===== config.mk =====
export PLATFORM = sky130hd
export DESIGN_NAME = chunked_addsub
export DESIGN_NICKNAME = d
export VERILOG_FILES = /design/src/rtl/chunked_addsub.sv
export SDC_FILE = /design/constraint.sdc
export NUM_CORES = 1
export LEC_CHECK = 0
export ABC_AREA = 1
export CAP_MARGIN = 20
export CORE_MARGIN = 4
export CORE_UTILIZATION = 45
export CTS_CLUSTER_DIAMETER = 60
export DETAILED_ROUTE_END_ITERATION = 8
export GPL_TIMING_DRIVEN = 0
export PLACE_DENSITY = 0.74
export SYNTH_ARGS = -nofsm -noshare
export SYNTH_HDL_FRONTEND = slang
export SYNTH_SLANG_ARGS = --single-unit

===== constraint.sdc =====
create_clock -name clk -period 2.24 [get_ports clk]
set_clock_uncertainty 0.05 [all_clocks]
set_input_delay 0.448 -clock clk [delete_from_list [all_inputs] [get_ports clk]]
set_output_delay 0.448 -clock clk [all_outputs]
set_load 0.1 [all_outputs]

===== src/rtl/chunked_addsub.sv =====
`default_nettype none
// ============================================================================
// Module      : chunked_addsub
// Description : Multi-cycle two's-complement adder/subtractor that processes
//               CHUNK bits per clock, LSB chunk first. Optional saturating
//               output is enabled by defining CHUNKED_ADDSUB_SATURATE_EN.
// Revision    : 1.0 - initial release
// ============================================================================
module chunked_addsub #(
    parameter int WIDTH = 16,
    parameter int CHUNK = 4
) (
    input  logic             clk,
    input  logic             rst,
    input  logic             start,
    input  logic             sub,
    input  logic [WIDTH-1:0] a,
    input  logic [WIDTH-1:0] b,
    output logic             busy,
    output logic             done,
    output logic [WIDTH-1:0] sum,
    output logic             carry_out,
    output logic             overflow
);

    localparam int NCHUNK = WIDTH / CHUNK;
    localparam int IDXW   = (NCHUNK > 1) ? $clog2(NCHUNK) : 1;

    typedef enum logic [1:0] {
        S_IDLE = 2'd0,
        S_RUN  = 2'd1,
        S_DONE = 2'd2
    } state_t;

    state_t           r_state;
    state_t           w_state_next;
    logic [WIDTH-1:0] r_a;
    logic [WIDTH-1:0] r_b;
    logic [WIDTH-1:0] r_res;
    logic             r_carry;
    logic [IDXW-1:0]  r_idx;
    logic             r_a_msb;
    logic             r_b_msb;

    logic             w_accept;
    logic             w_last;
    logic [CHUNK:0]   w_chunk_total;
    logic [WIDTH-1:0] w_res_next;
    logic             w_ovf;
    logic [WIDTH-1:0] w_sum_load;

    assign busy = (r_state == S_RUN);
    assign done = (r_state == S_DONE);

    assign w_accept = start && (r_state != S_RUN);
    assign w_last   = (r_idx == IDXW'(NCHUNK - 1));

    // Operands shift right each step so the active chunk always sits at bit 0;
    // the result fills in from the top and is complete after the last chunk.
    assign w_chunk_total = {1'b0, r_a[CHUNK-1:0]} + {1'b0, r_b[CHUNK-1:0]}
                         + {{CHUNK{1'b0}}, r_carry};
    assign w_res_next    = (r_res >> CHUNK)
                         | (WIDTH'(w_chunk_total[CHUNK-1:0]) << (WIDTH - CHUNK));
    assign w_ovf         = (r_a_msb == r_b_msb) && (w_res_next[WIDTH-1] != r_a_msb);

`ifdef CHUNKED_ADDSUB_SATURATE_EN
    localparam logic [WIDTH-1:0] c_max_pos = {1'b0, {(WIDTH-1){1'b1}}};
    localparam logic [WIDTH-1:0] c_min_neg = {1'b1, {(WIDTH-1){1'b0}}};

    assign w_sum_load = w_ovf ? (r_a_msb ? c_min_neg : c_max_pos) : w_res_next;
`else
    assign w_sum_load = w_res_next;
`endif

    always_comb begin
        w_state_next = r_state;
        case (r_state)
            S_IDLE:  if (start) w_state_next = S_RUN;
            S_RUN:   if (w_last) w_state_next = S_DONE;
            S_DONE:  w_state_next = start ? S_RUN : S_IDLE;
            default: w_state_next = S_IDLE;
        endcase
    end

    always_ff @(posedge clk) begin
        if (rst) begin
            r_state   <= S_IDLE;
            r_a       <= '0;
            r_b       <= '0;
            r_res     <= '0;
            r_carry   <= 1'b0;
            r_idx     <= '0;
            r_a_msb   <= 1'b0;
            r_b_msb   <= 1'b0;
            sum       <= '0;
            carry_out <= 1'b0;
            overflow  <= 1'b0;
        end else begin
            r_state <= w_state_next;
            if (w_accept) begin
                r_a     <= a;
                r_b     <= b ^ {WIDTH{sub}};
                r_carry <= sub;
                r_idx   <= '0;
                r_res   <= '0;
                r_a_msb <= a[WIDTH-1];
                r_b_msb <= b[WIDTH-1] ^ sub;
            end else if (r_state == S_RUN) begin
                r_a     <= r_a >> CHUNK;
                r_b     <= r_b >> CHUNK;
                r_carry <= w_chunk_total[CHUNK];
                r_res   <= w_res_next;
                r_idx   <= r_idx + 1'b1;
                if (w_last) begin
                    sum       <= w_sum_load;
                    carry_out <= w_chunk_total[CHUNK];
                    overflow  <= w_ovf;
                end
            end
        end
    end

endmodule
`default_nettype wire

Run 1, drive-strength map:
Drawn at 6 px/um.
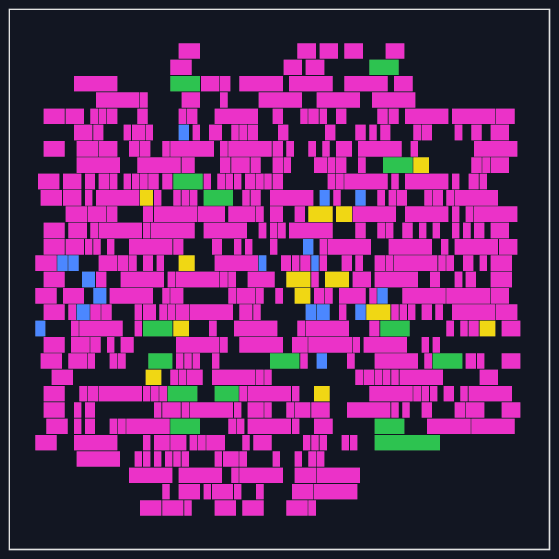
color	size	cells	share
green	_6 and larger	15	3.2%
yellow	_3 and _4 cells	13	2.8%
blue	_2 cells	17	3.7%
magenta	_0 and _1 cells	419	90%
final worst slack: 0.0597 ns
Non-clock buffers: 74
area grow syn2layout: 27.0%
post-route design area: 0.00382 mm^2

Run 1, the metal 3 layer:
Drawn at 6 px/um.
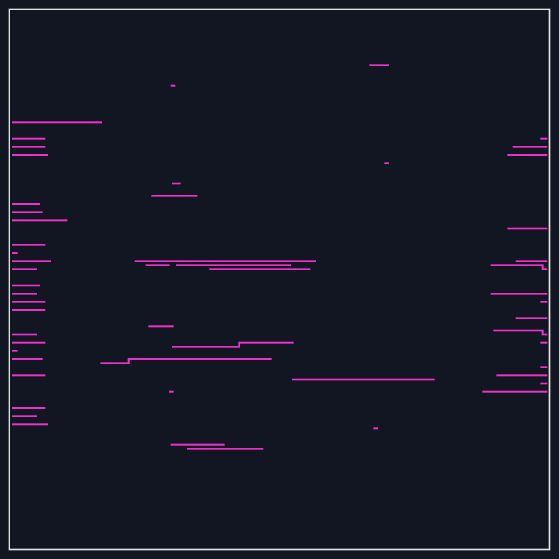
nets with wire on the layer	46
longest straight run	29.9 um
wire length on this layer	378 um
share of all routed wire	5.7%
count of vias placed by the detailed router: 2609
Routed WL: 6670 um
fraction of met3 tracks used by global routing: 4.01%

Run 1, signal metal coverage by tile:
Drawn at 4 px/um. The die is cut into 18 by 18 equal tiles; black is low, pale yellow is high, scaled to the fullest tile. Values are wire area over tile area, all layers added.
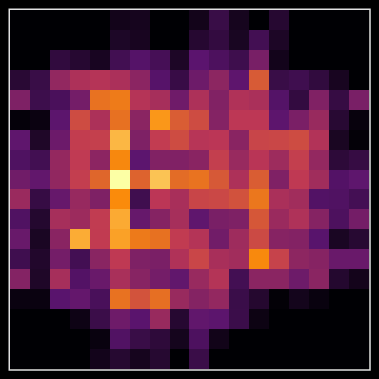
mean over tiles	0.13
emptiest ninth of the die	bottom right
nearly empty tiles	21%
GRT Total Usage: 17.8%
average wire length per cell after detail routing: 12.3 um

==> run 1: cell usage in the layout (no fill, tap or decap), types with 10 or more instances in the layout <==
cell type	count
nand2_1	118
dfxtp_1	69
clkbuf_8	12
nand3_1	21
o21ai_0	14
nor2_1	21
buf_2	10
dlygate4sd2_1	18
xor2_1	14
inv_1	41
a21oi_1	33
clkdlybuf4s50_1	33
==> run 1: worst max path at each step <==
stage                     cells after the start  slack [ns]   end       start
after floorplan                               2        0.14  done  r_state[1]
after global placement                        4       -0.31  busy  r_state[0]
after detailed placement                      4       -0.31  busy  r_state[0]
after CTS                                     3       0.008  done  r_state[1]
after global routing                          3        0.02  done  r_state[1]
final                                         3        0.06  done  r_state[1]
==> run 1: metal layers <==
metal | share of wire, % | track usage (%) | vias up
li1 | - | - | 1386
met1 | 46 | 21.5 | 1145
met2 | 46 | 29.8 | 66
met3 | 5.7 | 4.01 | 12
met4 | 2.3 | 8.81 | 0
met5 | 0 | 0 | -
==> run 1: kinds of logic (layout without fill, tap and decap cells) <==
family          Yosys count  in the layout  synth area share [%]
xor+xnor                 15             15                  4.36
compound gates           70             70                  13.4
simple gates            169            169                  23.4
buf+inv                  66            135                  9.98
flops                    69             69                  45.9
fa+ha+maj                 6              6                  2.99
==> run 1: worst max-delay path: stages, from the launching register on <==
cell and delay (ns):
dfxtp_1 0.32, inv_1 0.07, nor2_1 0.11, clkdlybuf4s15_1 0.83
==> run 1: cell type report <==
type                            count  share of cell area (%)
Inverter                           45                    4.48
Clock buffer                       13                    4.42
Clock inverter                      3                    1.11
Buffer                             21                    3.37
Timing Repair Buffer               53                    13.2
Sequential cell                    69                    36.1
Tap cell                           77                    2.52
Multi-Input combinational cell    260                    34.8
==> notes.md, run 1 <==
### Synth
- **number of warning messages in the yosys log** 0
- **Synth Cell Area** 0.00301 mm^2
- **number of enable-type register cells in the synthesized netlist** 0
- **Synth Instances** 395
- **Synth Area per Inst** 7.62 um^2
- **Net Count, Synth** 437
- **yosys cell count** 395
- **top cell type by total area after synthesis** dfxtp_1
- **list of most frequent post-synthesis cells** nand2_1 (118), dfxtp_1 (69), inv_1 (41), a21oi_1 (33)
- **leading cell type by number of instances after synthesis** nand2_1
- **synth unique cells** 29
- **Most used DFF post-synth** dfxtp_1
- **Synth Seq Share** 45.9%

### Power
- **register share of total power** 47.9%
- **leakage power total** 1.72 nW
- **internal power** 0.00204 W
- **relative contribution of combinational cells to total power** 13.2%
- **Clock Power** 0.00106 W
- **Psw** 0.000680 W
- **Max VDD drop** 335 uV
- **Seq. pwr** 0.00130 W
- **Clk network pwr share** 38.9%
- **Net Sw Frac** 25.0%
- **total chip power** 0.00272 W

### Detailed routing
- **antenna violation net count after detailed routing** 0
- **vias per std cell** 4.82
- **number of violations reported at the end of detailed-routing iteration 0** 132
- **first-pass iteration count of the detailed router** 4

### Hold path
- **destination of the worst hold path** r_b[3]
- **hold path start** rst
- **Cells on Worst Hold Path** 2

### Floorplanning
- **number of ports placed on the die boundary** 56
- **placement row count** 29
- **height of the die** 89.8 um
- **area of the placeable core** 0.00642 mm^2
- **Die Outline Area** 0.00806 mm^2

### Flow run
- **number of max-cap violations** 0
- **tool warnings** 26

### Clocking
- **cts-stage hold buffer count** 0
- **clock slew seen by the registers of the worst setup and hold paths** 0.07 ns
- **clock latency on the worst-skew pair** 0.35 ns
- **maximum level of the CTS H-tree** 3
- **postcts setup bufs** 0
- **number of buffers created by CTS** 9
- **CTS tree** done

### STA
- **summed negative setup slack over all endpoints** 0 ns
- **Slew Limit Fails** 0
- **achievable frequency** 459 MHz
- **Worst-Margin Slew** 0.958 ns
- **Setup violations, final** 0
- **normalized max-slew margin** 36.4%
- **post-route worst hold slack** 0.329 ns

### Global routing
- **number of global-route vias before repair** 2524
- **wire length of the first global-routing pass** 11600 um
- **number of antenna violations at the first check in global routing** 0

### Finish
- **area taken by multi-input logic gates** 0.00133 mm^2
- **fraction of final layout cells sized beyond drive strength 1** 9.70%
- **count of non-filler cells in the finished layout** 541
- **# diodes** 0
- **largest registers in the final layout** r_a x16, r_b x16, sum x16
- **Post-Route Utilization** 59.5%
- **area taken by flip-flops and latches** 0.00138 mm^2

### Worst setup path
- **critical register-to-register path startpoint** r_a[0]
- **worst path arrival time** 1.68 ns
- **FF-to-FF path depth** 5
- **R2R setup slack** 0.42 ns
- **worst setup path category** reg -> out
- **CP endpoint kind** output pin

### Outcome
- **result of the run** finished clean

### Placed design
- **last weighted congestion value of the routability-driven placer** 0.791
- **number of placed instances with taps included** 525
- **setup slack after placement** -0.309 ns
- **final HPWL from detailed placement** 4990 um

Run 1, clock routing:
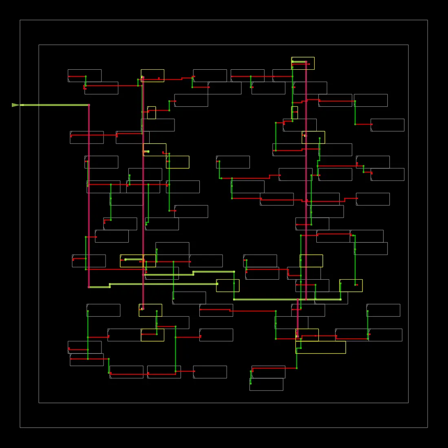

## Run 2: what changed since run 1
MAX_ROUTING_LAYER = met4   (was default)
Run 2, clock routing:
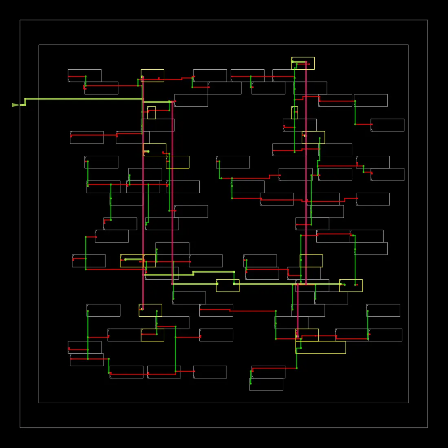
Clock Power: 0.00106 W
clock latency on the worst-skew pair: 0.35 ns
number of buffers created by CTS: 9
CLK BUF: 13

Run 2, signal metal coverage by tile:
Drawn at 4 px/um. The die is cut into 18 by 18 equal tiles; black is low, pale yellow is high, scaled to the fullest tile. Values are wire area over tile area, all layers added.
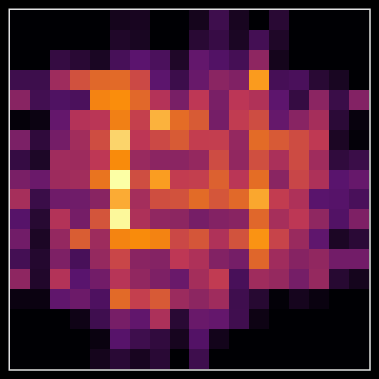
Routed WL: 6680 um
GRT Total Usage: 18.3%
count of vias placed by the detailed router: 2621

Run 2, register map, names as in the netlist:
Drawn at 4 px/um. Other sequential cells in the stronger gray, the rest of the logic in the fainter gray.
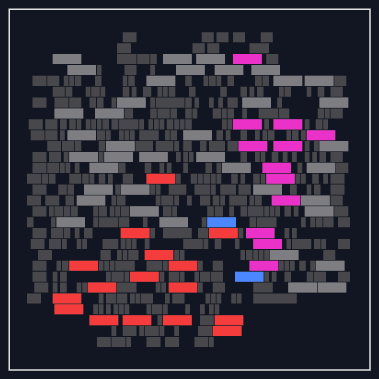
color	netlist name	flops
red	r_a	16
blue	r_state	2
magenta	r_res	12
Post-Route Utilization: 59.5%
area taken by flip-flops and latches: 0.00138 mm^2
Seq. pwr: 0.00130 W
share of the final layout cell area in sequential cells: 36.1%

==> run 2 against run 1 <==
Compared with the run above:
- global-route usage increased by 0.51 points
- die size unchanged
- clock power about the same
- routed wire length increased by 0.16%
- clock-buffer cell count unchanged
- critical path depth unchanged
- design area unchanged
- sequential cell count unchanged
- critical path type unchanged
==> notes.md, run 2 <==
### Worst setup path
- **FF-to-FF path depth** 5, unchanged
- **Buf/Inv on CP** 2, unchanged
- **worst setup path category** reg -> out
- **max incr delay on CP** 0.83 ns, about the same
- **R2R setup slack** 0.41 ns, about the same
- **worst-path fanout max** 2
- **Worst path slowest cell** clkdlybuf4s15_1
- **family with the most delay on the worst path** buffers and inverters
- **critical register-to-register path startpoint** r_a[0]
- **data required time of the critical path** 1.74 ns
- **worst path cell trace** inv_1 -> nor2_1 -> clkdlybuf4s15_1
- **worst path arrival time** 1.68 ns, about the same
- **number of cells on the critical path** 3, unchanged
- **launching element type of the critical path** flip-flop
- **worst setup path endpoint** done
- **startpoint of the most critical setup path** r_state[1]
- **capture instance of the worst register-to-register path** r_res[13]
- **CP endpoint kind** output pin

### Floorplanning
- **Die Outline Area** 0.00806 mm^2, unchanged
- **horizontal die dimension** 89.8 um
- **placement row count** 29, unchanged
- **height of the die** 89.8 um, unchanged
- **number of ports placed on the die boundary** 56, unchanged
- **area of the placeable core** 0.00642 mm^2, unchanged
- **effective utilization at floorplan** 46.9%

### Outcome
- **result of the run** finished clean

### Power
- **register share of total power** 47.9%, about the same
- **power per cell area** 710 mW/mm^2
- **Max VDD drop** 335 uV, about the same
- **Psw** 0.000679 W, -0.18%
- **relative contribution of combinational cells to total power** 13.2%, about the same
- **total chip power** 0.00272 W, about the same
- **internal power** 0.00204 W, about the same
- **Clk network pwr share** 38.9%, about the same
- **Net Sw Frac** 25.0%, -0.033 points
- **leakage power total** 1.72 nW, unchanged

### Finish
- **fillers** 607
- **area grow syn2layout** 27.0%, unchanged
- **most numerous logic cell after layout** nand2_1
- **fraction of final layout cells sized beyond drive strength 1** 9.70%, unchanged
- **post-route design area** 0.00382 mm^2, unchanged
- **largest registers in the final layout** r_a x16, r_b x16, sum x16
- **# diodes** 0, unchanged
- **NumNets Final** 501
- **most frequent logic cells in the routed design** nand2_1 (118), dfxtp_1 (69), inv_1 (41)
- **count of non-filler cells in the finished layout** 541, unchanged

### Placed design
- **number of input and output port buffers inserted** 53
- **setup slack after placement** -0.309 ns, unchanged
- **final HPWL from detailed placement** 4990 um, unchanged
- **number of placed instances with taps included** 525, unchanged
- **last weighted congestion value of the routability-driven placer** 0.802, +1.4%
- **placed instance area** 0.00364 mm^2

### Synth
- **yosys cell count** 395, unchanged
- **number of enable-type register cells in the synthesized netlist** 0, unchanged
- **Net Count, Synth** 437, unchanged
- **area figure in the yosys stat output** 0.00301 mm^2
- **Yosys top cell area share** 45.9%
- **top cell type by total area after synthesis** dfxtp_1
- **number of warning messages in the yosys log** 0, unchanged
- **list of most frequent post-synthesis cells** nand2_1 (118), dfxtp_1 (69), inv_1 (41), a21oi_1 (33)
- **Synth Instances** 395, unchanged
- **synth unique cells** 29, unchanged
- **Most used DFF post-synth** dfxtp_1
- **flip-flop and latch count after synthesis** 69
- **leading cell type by number of instances after synthesis** nand2_1
- **Synth Cell Area** 0.00301 mm^2, unchanged
- **Synth Area per Inst** 7.62 um^2, unchanged
- **Largest cells by area** dfxtp_1 (46%), nand2_1 (15%), a21oi_1 (5.5%)
- **Synth Seq Share** 45.9%, unchanged
- **async set-reset flop share out of synthesis** 0%

### STA
- **Final Hold Vio Count** 0
- **minimum period implied by the final worst setup slack** 2.18 ns
- **unrepaired setup endpoints after global routing** false
- **final worst slack** 0.0603 ns, +0.000600 ns
- **final critical-path share of the clock period** 97.3%
- **Worst-Margin Slew** 0.958 ns, unchanged
- **Slew Limit Fails** 0, unchanged
- **normalized max-slew margin** 36.4%, unchanged
- **post-route worst hold slack** 0.327 ns, -0.00155 ns
- **Setup violations, final** 0, unchanged
- **summed negative setup slack over all endpoints** 0 ns, unchanged
- **achievable frequency** 459 MHz, about the same

### Global routing
- **gr ovfl total** 0
- **wire length of the first global-routing pass** 11600 um, unchanged
- **number of antenna violations at the first check in global routing** 0, unchanged
- **number of global-route vias before repair** 2522, -0.079%
- **largest net degree at the start of global routing** 12

### Clocking
- **post-cts gate resize count** 24
- **cts-stage hold buffer count** 0, unchanged
- **number of clock sinks seen by CTS** 69
- **clock tree buffer depth** 2
- **maximum level of the CTS H-tree** 3, unchanged
- **CTS tree** done
- **postcts setup bufs** 0, unchanged
- **library cell used as clock root buffer** clkbuf_8
- **clock slew seen by the registers of the worst setup and hold paths** 0.07 ns, about the same

### Detailed routing
- **number of violations reported at the end of detailed-routing iteration 0** 127, -3.8%
- **vias per std cell** 4.84, +0.46%
- **antenna violation net count after detailed routing** 0, unchanged
- **average wire length per cell after detail routing** 12.3 um, +0.16%
- **number of DRC violations after detailed routing** 0
- **first-pass iteration count of the detailed router** 5, +1

### Flow run
- **number of max-cap violations** 0, unchanged
- **tool warnings** 26, unchanged

### Hold path
- **Cells on Worst Hold Path** 2, unchanged
- **class of the worst hold path** in -> reg

==> run 2: cell counts after synthesis <==
Identical to the previous run, type by type.
==> run 2: worst min path at each step <==
stage,start,to
finish,rst,r_b[3]
global route,rst,r_b[0]
floorplan,r_a[12],r_a[12]
detailed placement,r_res[9],sum[5]
CTS,rst,r_b[3]
global placement,r_a[12],r_a[12]
==> run 2: per-layer routing <==
metal,share of wire (%),vias up,wire (um),track usage (%)
met5,0,-,0,-
met4,2.3,0,151,8.81
met3,4.8,12,323,3.92
met2,47,62,3110,29.8
met1,46,1161,3100,21.6
li1,-,1386,-,-
==> run 2: power by group through the flow <==
stage,Sequential (W),Clock [W],Combinational [W]
after detailed placement,0.00133,0,0.000360
after floorplan,0.00132,0,0.000236
after global routing,0.00131,0.00114,0.000404
after global placement,0.00133,0,0.000353
final,0.00130,0.00106,0.000359
after CTS,0.00130,0.00108,0.000361
==> run 2: cell type report <==
| type | instances | area [um^2] | share of cell area, % |
|---|---|---|---|
| well taps | 77 | 96.3 | 2.52 |
| flip-flops and latches | 69 | 1380 | 36.1 |
| plain buffers | 21 | 129 | 3.37 |
| inverters | 45 | 171 | 4.48 |
| clock inverters | 3 | 42.5 | 1.11 |
| clock buffers | 13 | 169 | 4.42 |
| multi-input cells | 260 | 1330 | 34.8 |
| repair buffers | 53 | 505 | 13.2 |
==> run 2: cells by family (layout without fill, tap and decap cells) <==
| family | Yosys count | in the layout | share of synthesized area [%] |
|---|---|---|---|
| compound gates | 70 | 70 | 13.4 |
| xor+xnor | 15 | 15 | 4.36 |
| fa+ha+maj | 6 | 6 | 2.99 |
| buf+inv | 66 | 135 | 9.98 |
| flops | 69 | 69 | 45.9 |
| simple gates | 169 | 169 | 23.4 |
Power figures rest on the tool's default switching activity, not on a simulated workload.
